==> config.mk <==
export PLATFORM = sky130hd
export DESIGN_NAME = sync_fifo_param_flat
export DESIGN_NICKNAME = d
export VERILOG_FILES = /design/src/rtl/sync_fifo_param_pkg.sv /design/src/rtl/sync_fifo_param_if.sv /design/src/rtl/sync_fifo_param_ram.sv /design/src/rtl/sync_fifo_param.sv /design/src/flat_wrapper.sv
export SDC_FILE = /design/constraint.sdc
export NUM_CORES = 1
export LEC_CHECK = 0
export CAP_MARGIN = 10
export CELL_PAD_IN_SITES_DETAIL_PLACEMENT = 1
export CELL_PAD_IN_SITES_GLOBAL_PLACEMENT = 2
export CORE_MARGIN = 4
export CORE_UTILIZATION = 46
export CTS_BUF_LIST = sky130_fd_sc_hd__clkbuf_4
export DETAILED_ROUTE_END_ITERATION = 10
export GPL_TIMING_DRIVEN = 0
export PLACE_DENSITY = 0.89
export SKIP_LAST_GASP = 1
export SLEW_MARGIN = 20
export SYNTH_ARGS = -nofsm -noshare
export SYNTH_HDL_FRONTEND = slang
export SYNTH_SLANG_ARGS = --single-unit
==> constraint.sdc <==
create_clock -name clk -period 4.2 [get_ports clk]
set_clock_uncertainty 0.1 [all_clocks]
set_input_delay 0.84 -clock clk [delete_from_list [all_inputs] [get_ports clk]]
set_output_delay 0.84 -clock clk [all_outputs]
set_load 0.03 [all_outputs]
==> src/rtl/sync_fifo_param_pkg.sv <==
// Shared definitions for the sync_fifo_param family: width helper,
// wrap-bit pointer comparisons and the transfer/read-mode enumerations.
package sync_fifo_param_pkg;

    typedef enum logic [1:0] {
        OP_IDLE = 2'b00,
        OP_RD   = 2'b01,
        OP_WR   = 2'b10,
        OP_BOTH = 2'b11
    } fifo_op_e;

    typedef enum logic {
        RD_STD  = 1'b0,
        RD_FWFT = 1'b1
    } rd_mode_e;

    function automatic int clog2_f(input int unsigned n);
        int r;
        int unsigned v;
        r = 0;
        v = 1;
        while (v < n) begin
            v = v << 1;
            r = r + 1;
        end
        return r;
    endfunction

    function automatic logic ptr_empty(input int unsigned wr, input int unsigned rd);
        return wr == rd;
    endfunction

    // Full: wrap bits differ while the address bits match.
    function automatic logic ptr_full(input int unsigned wr, input int unsigned rd,
                                      input int unsigned addr_w);
        return (wr ^ rd) == (32'd1 << addr_w);
    endfunction

endpackage

==> src/rtl/sync_fifo_param_if.sv <==
// Producer/consumer bus of the FIFO: write/read handshakes plus status flags.
interface sync_fifo_param_if
    import sync_fifo_param_pkg::*;
#(
    parameter int DATA_WIDTH = 16,
    parameter int DEPTH      = 8
);
    localparam int CNT_W = clog2_f(DEPTH) + 1;

    logic                  write_en;
    logic [DATA_WIDTH-1:0] data_in;
    logic                  read_en;
    logic [DATA_WIDTH-1:0] data_out;
    logic                  full;
    logic                  empty;
    logic                  almost_full;
    logic                  almost_empty;
    logic [CNT_W-1:0]      data_count;
    logic                  overflow;
    logic                  underflow;

    modport master (
        output write_en, data_in, read_en,
        input  data_out, full, empty, almost_full, almost_empty,
               data_count, overflow, underflow
    );

    modport slave (
        input  write_en, data_in, read_en,
        output data_out, full, empty, almost_full, almost_empty,
               data_count, overflow, underflow
    );

endinterface

==> src/rtl/sync_fifo_param_ram.sv <==
// Storage array for sync_fifo_param: one synchronous write port and one
// asynchronous read port; contents are deliberately left unreset.
module sync_fifo_param_ram #(
    parameter int DATA_WIDTH = 16,
    parameter int DEPTH      = 8,
    parameter int ADDR_W     = 3
) (
    input  logic                  clk,
    input  logic                  wr_en,
    input  logic [ADDR_W-1:0]     wr_addr,
    input  logic [DATA_WIDTH-1:0] wr_data,
    input  logic [ADDR_W-1:0]     rd_addr,
    output logic [DATA_WIDTH-1:0] rd_data
);

    logic [DATA_WIDTH-1:0] mem_q [DEPTH];

    always_ff @(posedge clk) begin
        if (wr_en) begin
            mem_q[wr_addr] <= wr_data;
        end
    end

    assign rd_data = mem_q[rd_addr];

endmodule

==> src/rtl/sync_fifo_param.sv <==
// Single-clock FIFO with wrap-bit pointers, occupancy count, threshold flags,
// sticky error flags, synchronous flush and standard / FWFT read modes.
module sync_fifo_param
    import sync_fifo_param_pkg::*;
#(
    parameter int DATA_WIDTH = 16,
    parameter int DEPTH      = 8,
    parameter int AF_LEVEL   = 6,
    parameter int AE_LEVEL   = 2,
    parameter int FWFT       = 0
) (
    input  logic              clk,
    input  logic              reset,
    input  logic              clear,
    sync_fifo_param_if.slave  bus
);

    localparam int       ADDR_W = clog2_f(DEPTH);
    localparam int       PTR_W  = ADDR_W + 1;
    localparam rd_mode_e MODE   = (FWFT != 0) ? RD_FWFT : RD_STD;

    logic [PTR_W-1:0]      wr_ptr_q, wr_ptr_d;
    logic [PTR_W-1:0]      rd_ptr_q, rd_ptr_d;
    logic [PTR_W-1:0]      count_q,  count_d;
    logic [DATA_WIDTH-1:0] dout_q,   dout_d;
    logic                  ovf_q,    ovf_d;
    logic                  udf_q,    udf_d;

    logic                  full;
    logic                  empty;
    logic                  wr_acc;
    logic                  rd_acc;
    fifo_op_e              op;
    logic [ADDR_W-1:0]     ram_raddr;
    logic [DATA_WIDTH-1:0] ram_rdata;
    logic [DATA_WIDTH-1:0] dout_nxt;

    assign empty  = ptr_empty(32'(wr_ptr_q), 32'(rd_ptr_q));
    assign full   = ptr_full(32'(wr_ptr_q), 32'(rd_ptr_q), ADDR_W);
    assign rd_acc = bus.read_en & ~empty;
    assign wr_acc = bus.write_en & (~full | rd_acc);
    assign op     = fifo_op_e'({wr_acc, rd_acc});

    always_comb begin
        wr_ptr_d = wr_ptr_q;
        rd_ptr_d = rd_ptr_q;
        count_d  = count_q;
        ovf_d    = ovf_q;
        udf_d    = udf_q;
        if (clear) begin
            wr_ptr_d = '0;
            rd_ptr_d = '0;
            count_d  = '0;
            ovf_d    = 1'b0;
            udf_d    = 1'b0;
        end else begin
            if (wr_acc) begin
                wr_ptr_d = wr_ptr_q + PTR_W'(1);
            end
            if (rd_acc) begin
                rd_ptr_d = rd_ptr_q + PTR_W'(1);
            end
            case (op)
                OP_WR:   count_d = count_q + PTR_W'(1);
                OP_RD:   count_d = count_q - PTR_W'(1);
                default: count_d = count_q;
            endcase
            ovf_d = ovf_q | (bus.write_en & ~wr_acc);
            udf_d = udf_q | (bus.read_en & ~rd_acc);
        end
    end

    // FWFT looks up the word that will be at the head after this edge.
    assign ram_raddr = (MODE == RD_FWFT) ? rd_ptr_d[ADDR_W-1:0] : rd_ptr_q[ADDR_W-1:0];

    sync_fifo_param_ram #(
        .DATA_WIDTH (DATA_WIDTH),
        .DEPTH      (DEPTH),
        .ADDR_W     (ADDR_W)
    ) u_ram (
        .clk     (clk),
        .wr_en   (wr_acc),
        .wr_addr (wr_ptr_q[ADDR_W-1:0]),
        .wr_data (bus.data_in),
        .rd_addr (ram_raddr),
        .rd_data (ram_rdata)
    );

    generate
        if (MODE == RD_FWFT) begin : g_fwft
            logic [DATA_WIDTH-1:0] head;

            // The next head is still in flight when it is the word being written now.
            always_comb begin
                head = ram_rdata;
                if (wr_acc && (rd_ptr_d[ADDR_W-1:0] == wr_ptr_q[ADDR_W-1:0])) begin
                    head = bus.data_in;
                end
            end

            always_comb begin
                dout_nxt = dout_q;
                if (wr_ptr_d != rd_ptr_d) begin
                    dout_nxt = head;
                end
            end
        end else begin : g_std
            always_comb begin
                dout_nxt = dout_q;
                if (rd_acc) begin
                    dout_nxt = ram_rdata;
                end
            end
        end
    endgenerate

    assign dout_d = clear ? '0 : dout_nxt;

    always_ff @(posedge clk or negedge reset) begin
        if (!reset) begin
            wr_ptr_q <= '0;
            rd_ptr_q <= '0;
            count_q  <= '0;
            dout_q   <= '0;
            ovf_q    <= 1'b0;
            udf_q    <= 1'b0;
        end else begin
            wr_ptr_q <= wr_ptr_d;
            rd_ptr_q <= rd_ptr_d;
            count_q  <= count_d;
            dout_q   <= dout_d;
            ovf_q    <= ovf_d;
            udf_q    <= udf_d;
        end
    end

    assign bus.data_out     = dout_q;
    assign bus.full         = full;
    assign bus.empty        = empty;
    assign bus.almost_full  = (count_q >= PTR_W'(AF_LEVEL));
    assign bus.almost_empty = (count_q <= PTR_W'(AE_LEVEL));
    assign bus.data_count   = count_q;
    assign bus.overflow     = ovf_q;
    assign bus.underflow    = udf_q;

endmodule

==> src/flat_wrapper.sv <==
// flat-port wrapper written by rule: the top's interface ports become plain ports
module sync_fifo_param_flat import sync_fifo_param_pkg::*;
#(
    parameter int DATA_WIDTH = 16,
    parameter int DEPTH      = 8,
    parameter int AF_LEVEL   = 6,
    parameter int AE_LEVEL   = 2,
    parameter int FWFT       = 0
)
  (clk, reset, clear, bus_write_en, bus_data_in, bus_read_en, bus_data_out, bus_full, bus_empty, bus_almost_full, bus_almost_empty, bus_data_count, bus_overflow, bus_underflow);
  sync_fifo_param_if #(.DATA_WIDTH(DATA_WIDTH), .DEPTH(DEPTH)) bus_i ();
  input  logic clk;
  input  logic reset;
  input  logic clear;
  input wire logic [$bits(bus_i.write_en)-1:0] bus_write_en;
  input wire logic [$bits(bus_i.data_in)-1:0] bus_data_in;
  input wire logic [$bits(bus_i.read_en)-1:0] bus_read_en;
  output wire logic [$bits(bus_i.data_out)-1:0] bus_data_out;
  output wire logic [$bits(bus_i.full)-1:0] bus_full;
  output wire logic [$bits(bus_i.empty)-1:0] bus_empty;
  output wire logic [$bits(bus_i.almost_full)-1:0] bus_almost_full;
  output wire logic [$bits(bus_i.almost_empty)-1:0] bus_almost_empty;
  output wire logic [$bits(bus_i.data_count)-1:0] bus_data_count;
  output wire logic [$bits(bus_i.overflow)-1:0] bus_overflow;
  output wire logic [$bits(bus_i.underflow)-1:0] bus_underflow;
  assign bus_i.write_en = bus_write_en;
  assign bus_i.data_in = bus_data_in;
  assign bus_i.read_en = bus_read_en;
  assign bus_data_out = bus_i.data_out;
  assign bus_full = bus_i.full;
  assign bus_empty = bus_i.empty;
  assign bus_almost_full = bus_i.almost_full;
  assign bus_almost_empty = bus_i.almost_empty;
  assign bus_data_count = bus_i.data_count;
  assign bus_overflow = bus_i.overflow;
  assign bus_underflow = bus_i.underflow;
  sync_fifo_param #(.DATA_WIDTH(DATA_WIDTH), .DEPTH(DEPTH), .AF_LEVEL(AF_LEVEL), .AE_LEVEL(AE_LEVEL), .FWFT(FWFT)) u_core (.clk(clk), .reset(reset), .clear(clear), .bus(bus_i));
endmodule
Fig. 1: run 1, power grid
Bar = 50 um. Pins as bars on the die edge.
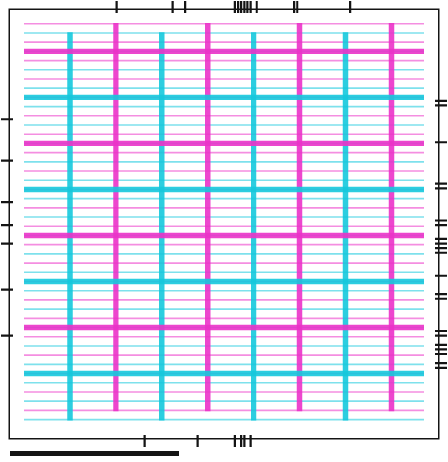
- cyan: VSS
- magenta: VDD
- met4 straps: 8
- rows: 43
- met1 rails: 44
- met5 straps: 8

Fig. 2: run 1, placed cells, one color a class
Bar = 50 um.
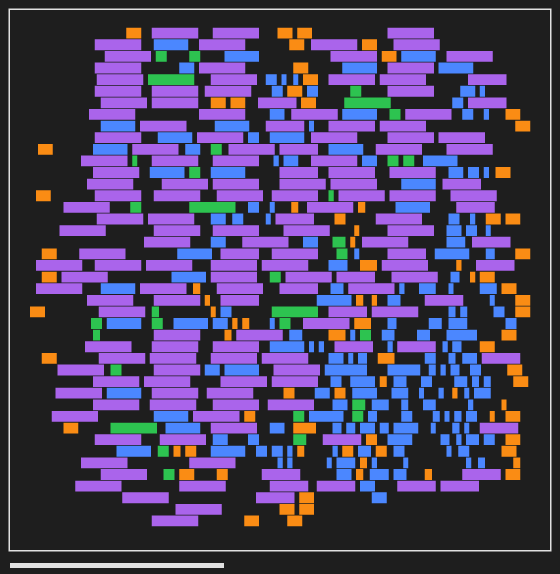
- blue: combinational and other logic (cells 172; share of their area 24%)
- orange: other buffers and delay cells (cells 81; share of their area 9.0%)
- purple: flops (cells 158; share of their area 62%)
- green: clock drivers and dummy loads (cells 32; share of their area 4.7%)

Fig. 3: run 1, routed clock nets over the placement
Bar = 50 um.
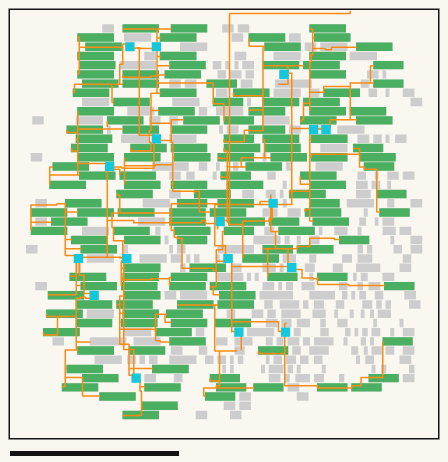
- green: flip-flops (count 158)
- cyan: clock drivers (count 17)
- orange: clock wires (length 1740 um)
- routed clock nets: 18

==> metrics.cfg, run 1 <==
[final_layout]
comb_cells = 170
area_dominant_class = registers
max_flop_register = u_core.u_ram.mem_q
design.seq.count = 158
drive_gt1_frac = 0.2370
layout_top_cell = edfxtp_1
seq_area_um2 = 4594
comb_area_um2 = 1770
final_area_um2 = 7609
comb_share = 0.2327
n_clock_buffer = 20
stdcell_count = 624
postLayoutCoreUtil = 0.5503
final_cell_mix = edfxtp_1, clkdlybuf4s50_1, nor2_1
area_growth_pct = 17.87
num-nonclk-buffers = 81

[job]
maxCapViolCount = 0

[setup_path]
critPathLaunchType = register
cp-end-kind = output port
reg2reg_setup_slack_ns = 1.31
max_stage_delay_ns = 0.69
worst-path-buf-inv = 3
critical_path.startpoint = u_core.rd_ptr_q[1]$_DFFE_PN0P_
reg2reg_depth = 10
rr_startpoint = u_core.rd_ptr_q[0]$_DFFE_PN0P_
critPathSlowestCell = clkdlybuf4s50_1
required_ns = 3.26
r2r-end = u_core.bus.data_count[3]$_DFFE_PN0P_
worstSetupPathType = register to output port
crit_chain = buf_2, xor2_2, or3_4, buf_6, nor2_1, clkdlybuf4s50_1
cp.depth = 6
crit_end = bus_full

[global_route]
grtUsageMet2 = 0.3403
grt_util_met3 = 0.03874
grtUsageTotal = 0.1950
use_met1 = 0.2448
grt_max_degree = 31

[clock_network]
root_buffer = clkbuf_4
cts_max_level = 4
clk_latency_ns = 0.55
post_cts_buffers = 0
clock_sinks = 158
path_clk_slew_ns = 0.14
cts_resized = 0
clockBufferDepth = 2
numCtsBuffers = 17

[floorplan]
nWellTaps = 180
die_area_um2 = 15990
fp_util = 0.4668
core-area_um2 = 13830
die_y_um = 126.5
die_w_um = 126.5
pin_count = 47

[yosys]
adder_share = 0.01085
netlist_area_um2 = 6455
top_cell_area_share = 0.5955
synthMuxAreaShare = 0.1446
synthArstFlopShare = 0.1899
synth_cell_types = 38
yosys_cells = 354
synthTopCellsByCount = edfxtp_1, nor2_1, mux4_2
top_area_cell = edfxtp_1
fp_nets = 380
syn_inst = 354
ff_type = edfxtp_1
edf_count = 128
ys_warn_count = 0
area_leaders = edfxtp_1, dfrtp_1, mux4_2
ys_sh_aoi = 0.04633
logic_family = multiplexers

[power]
maxPowerGroup = sequential cells
p_leak_nw = 2.582
pwr_density_cell_nw_per_um2 = 499.9
comb_power_share = 0.237
pg_comb_mw = 0.903
ir_drop_v = 0.0001700
power.share.clock = 0.281
switchingPower_mw = 1.078
seqPwrFrac = 0.482

[placed_design]
place.gp.congestion = 0.7415
post-place-cells = 591
hpwl_um = 9994
dp_slack_ns = 0.8776
port_buffers = 44

[final_timing]
fmax_ghz = 0.2742
fin_crit_sh = 0.8684
whs_ns = 0.2377
layout_setup_ws_ns = 0.5526
fin_crit_ns = 3.647
relSlewSlack = 0.3866
setup_tns_ns = 0
setup_viol = 0
rsz0062_at_grt = false
finalHoldViolCount = 0

[drt]
drtPass1Iterations = 4
wirelength_um = 14790
maxUsedRoutingLayer = met4
via_per_inst = 5.702
wl_met1_um = 5994
drc = 0
vias = 3558
antenna_left = 0
wl_met3_um = 526

[hold_path]
min_path_type = primary input to async pin

[outcome]
status = complete, no violations

==> inputs of run 2 (changes only) <==
--- a/config.mk
+++ b/config.mk
@@ -13,6 +13,7 @@
 export CTS_BUF_LIST = sky130_fd_sc_hd__clkbuf_4
 export DETAILED_ROUTE_END_ITERATION = 10
 export GPL_TIMING_DRIVEN = 0
+export MAX_ROUTING_LAYER = met4
 export PLACE_DENSITY = 0.89
 export SKIP_LAST_GASP = 1
 export SLEW_MARGIN = 20
==> constraint.sdc (replaced) <==
create_clock -name clk -period 3.75 [get_ports clk]
set_clock_uncertainty 0.1 [all_clocks]
set_input_delay 0.75 -clock clk [delete_from_list [all_inputs] [get_ports clk]]
set_output_delay 0.75 -clock clk [all_outputs]
set_load 0.03 [all_outputs]
==> run 2 against run 1 <==
Synthesized area unchanged. Routed wire length is 0.12% lower. First-iteration DRC count is 2.0% lower. Critical endpoint unchanged. Via count fell by 0.90%.
==> metrics.cfg, run 2 <==
[yosys]
area_leaders = edfxtp_1, dfrtp_1, mux4_2
adder_share = 0.01085
top_cell_area_share = 0.5955
yosys_cells = 354
synthMuxAreaShare = 0.1446
top_area_cell = edfxtp_1
synthArstFlopShare = 0.1899
logic_family = multiplexers
ys_sh_aoi = 0.04633
netlist_area_um2 = 6455
synthTopCellsByCount = edfxtp_1, nor2_1, mux4_2
synth_cell_types = 38
syn_inst = 354
ys_warn_count = 0
ff_type = edfxtp_1
fp_nets = 380

[drt]
wl_met3_um = 575
wirelength_um = 14780
via_per_inst = 5.651
maxUsedRoutingLayer = met4
dr.first_iter.drc_count = 246
antenna_left = 0
drc = 0
vias = 3526
wire_per_inst_um = 23.68
drtPass1Iterations = 4

[final_layout]
n_clock_buffer = 20
design.seq.count = 158
area_dominant_class = registers
area_growth_pct = 17.87
postLayoutCoreUtil = 0.5503
layout_top_cell = edfxtp_1
comb_cells = 170
comb_share = 0.2327
num-nonclk-buffers = 81
seq_area_um2 = 4594
comb_area_um2 = 1770
max_flop_register = u_core.u_ram.mem_q
stdcell_count = 624
final_cell_mix = edfxtp_1, clkdlybuf4s50_1, nor2_1
drive_gt1_frac = 0.2370

[setup_path]
required_ns = 2.90
reg2reg_setup_slack_ns = 0.85
r2r-end = u_core.bus.data_count[3]$_DFFE_PN0P_
worstSetupPathType = register to output port
reg2reg_depth = 10
rr_startpoint = u_core.rd_ptr_q[0]$_DFFE_PN0P_
worst-path-buf-inv = 3
critPathSlowestCell = clkdlybuf4s50_1
critPathLaunchType = register
max_stage_delay_ns = 0.68
crit_chain = buf_2, xor2_2, or3_4, buf_6, nor2_1, clkdlybuf4s50_1
cp-end-kind = output port
cp.depth = 6
critical_path.startpoint = u_core.rd_ptr_q[1]$_DFFE_PN0P_
crit_end = bus_full

[floorplan]
die_y_um = 126.5
nWellTaps = 180
die_w_um = 126.5
fp_util = 0.4668
pin_count = 47
core-area_um2 = 13830
die_area_um2 = 15990

[final_timing]
finalMaxSlewViolations = 0
rsz0062_at_grt = false
whs_ns = 0.1324
finalHoldViolCount = 0
fmax_ghz = 0.2813
layout_setup_ws_ns = 0.1955
relSlewSlack = 0.3847
setup_viol = 0

[clock_network]
post_cts_buffers = 0
clock_sinks = 158
cts_max_level = 4
cts_resized = 0
numCtsBuffers = 17
root_buffer = clkbuf_4
path_clk_slew_ns = 0.14
clockBufferDepth = 2

[power]
switchingPower_mw = 1.209
p_leak_nw = 2.582
comb_power_share = 0.237
pg_comb_mw = 1.01
maxPowerGroup = sequential cells
pwr_density_cell_nw_per_um2 = 560.1
power.share.clock = 0.281

[outcome]
status = complete, no violations

[hold_path]
min_path_type = primary input to async pin

[global_route]
grt_util_met3 = 0.04126
use_met1 = 0.2428
grt_max_degree = 31
grtUsageTotal = 0.2005

[placed_design]
post-place-cells = 591
port_buffers = 44
place.gp.congestion = 0.7507
hpwl_um = 9994

[job]
maxCapViolCount = 0

Fig. 4: run 2, metal layers overlaid
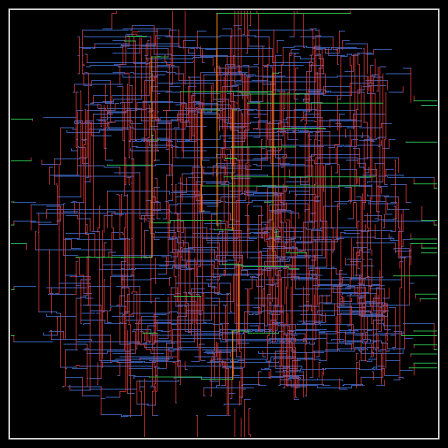
- green: metal 3 (wire length 575 um)
- blue: metal 1 (wire length 6000 um)
- orange: metal 4 (wire length 278 um)
- red: metal 2 (wire length 7920 um)

Fig. 5: run 2, placed cells, one color a class
Bar = 50 um.
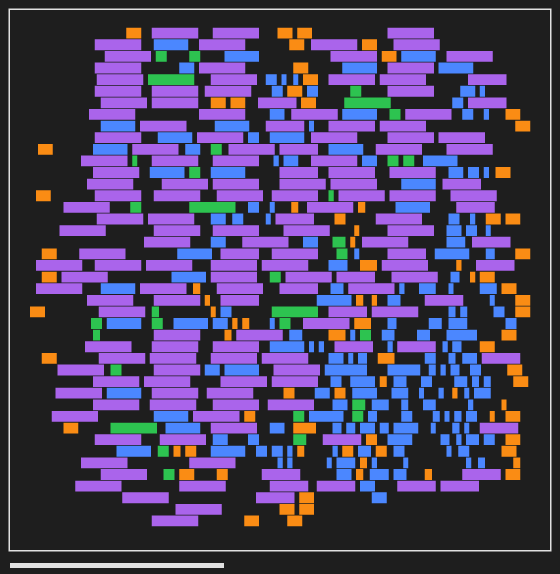
flop share of the area: 0.6038
fin area: 7609 um^2
site row count: 43

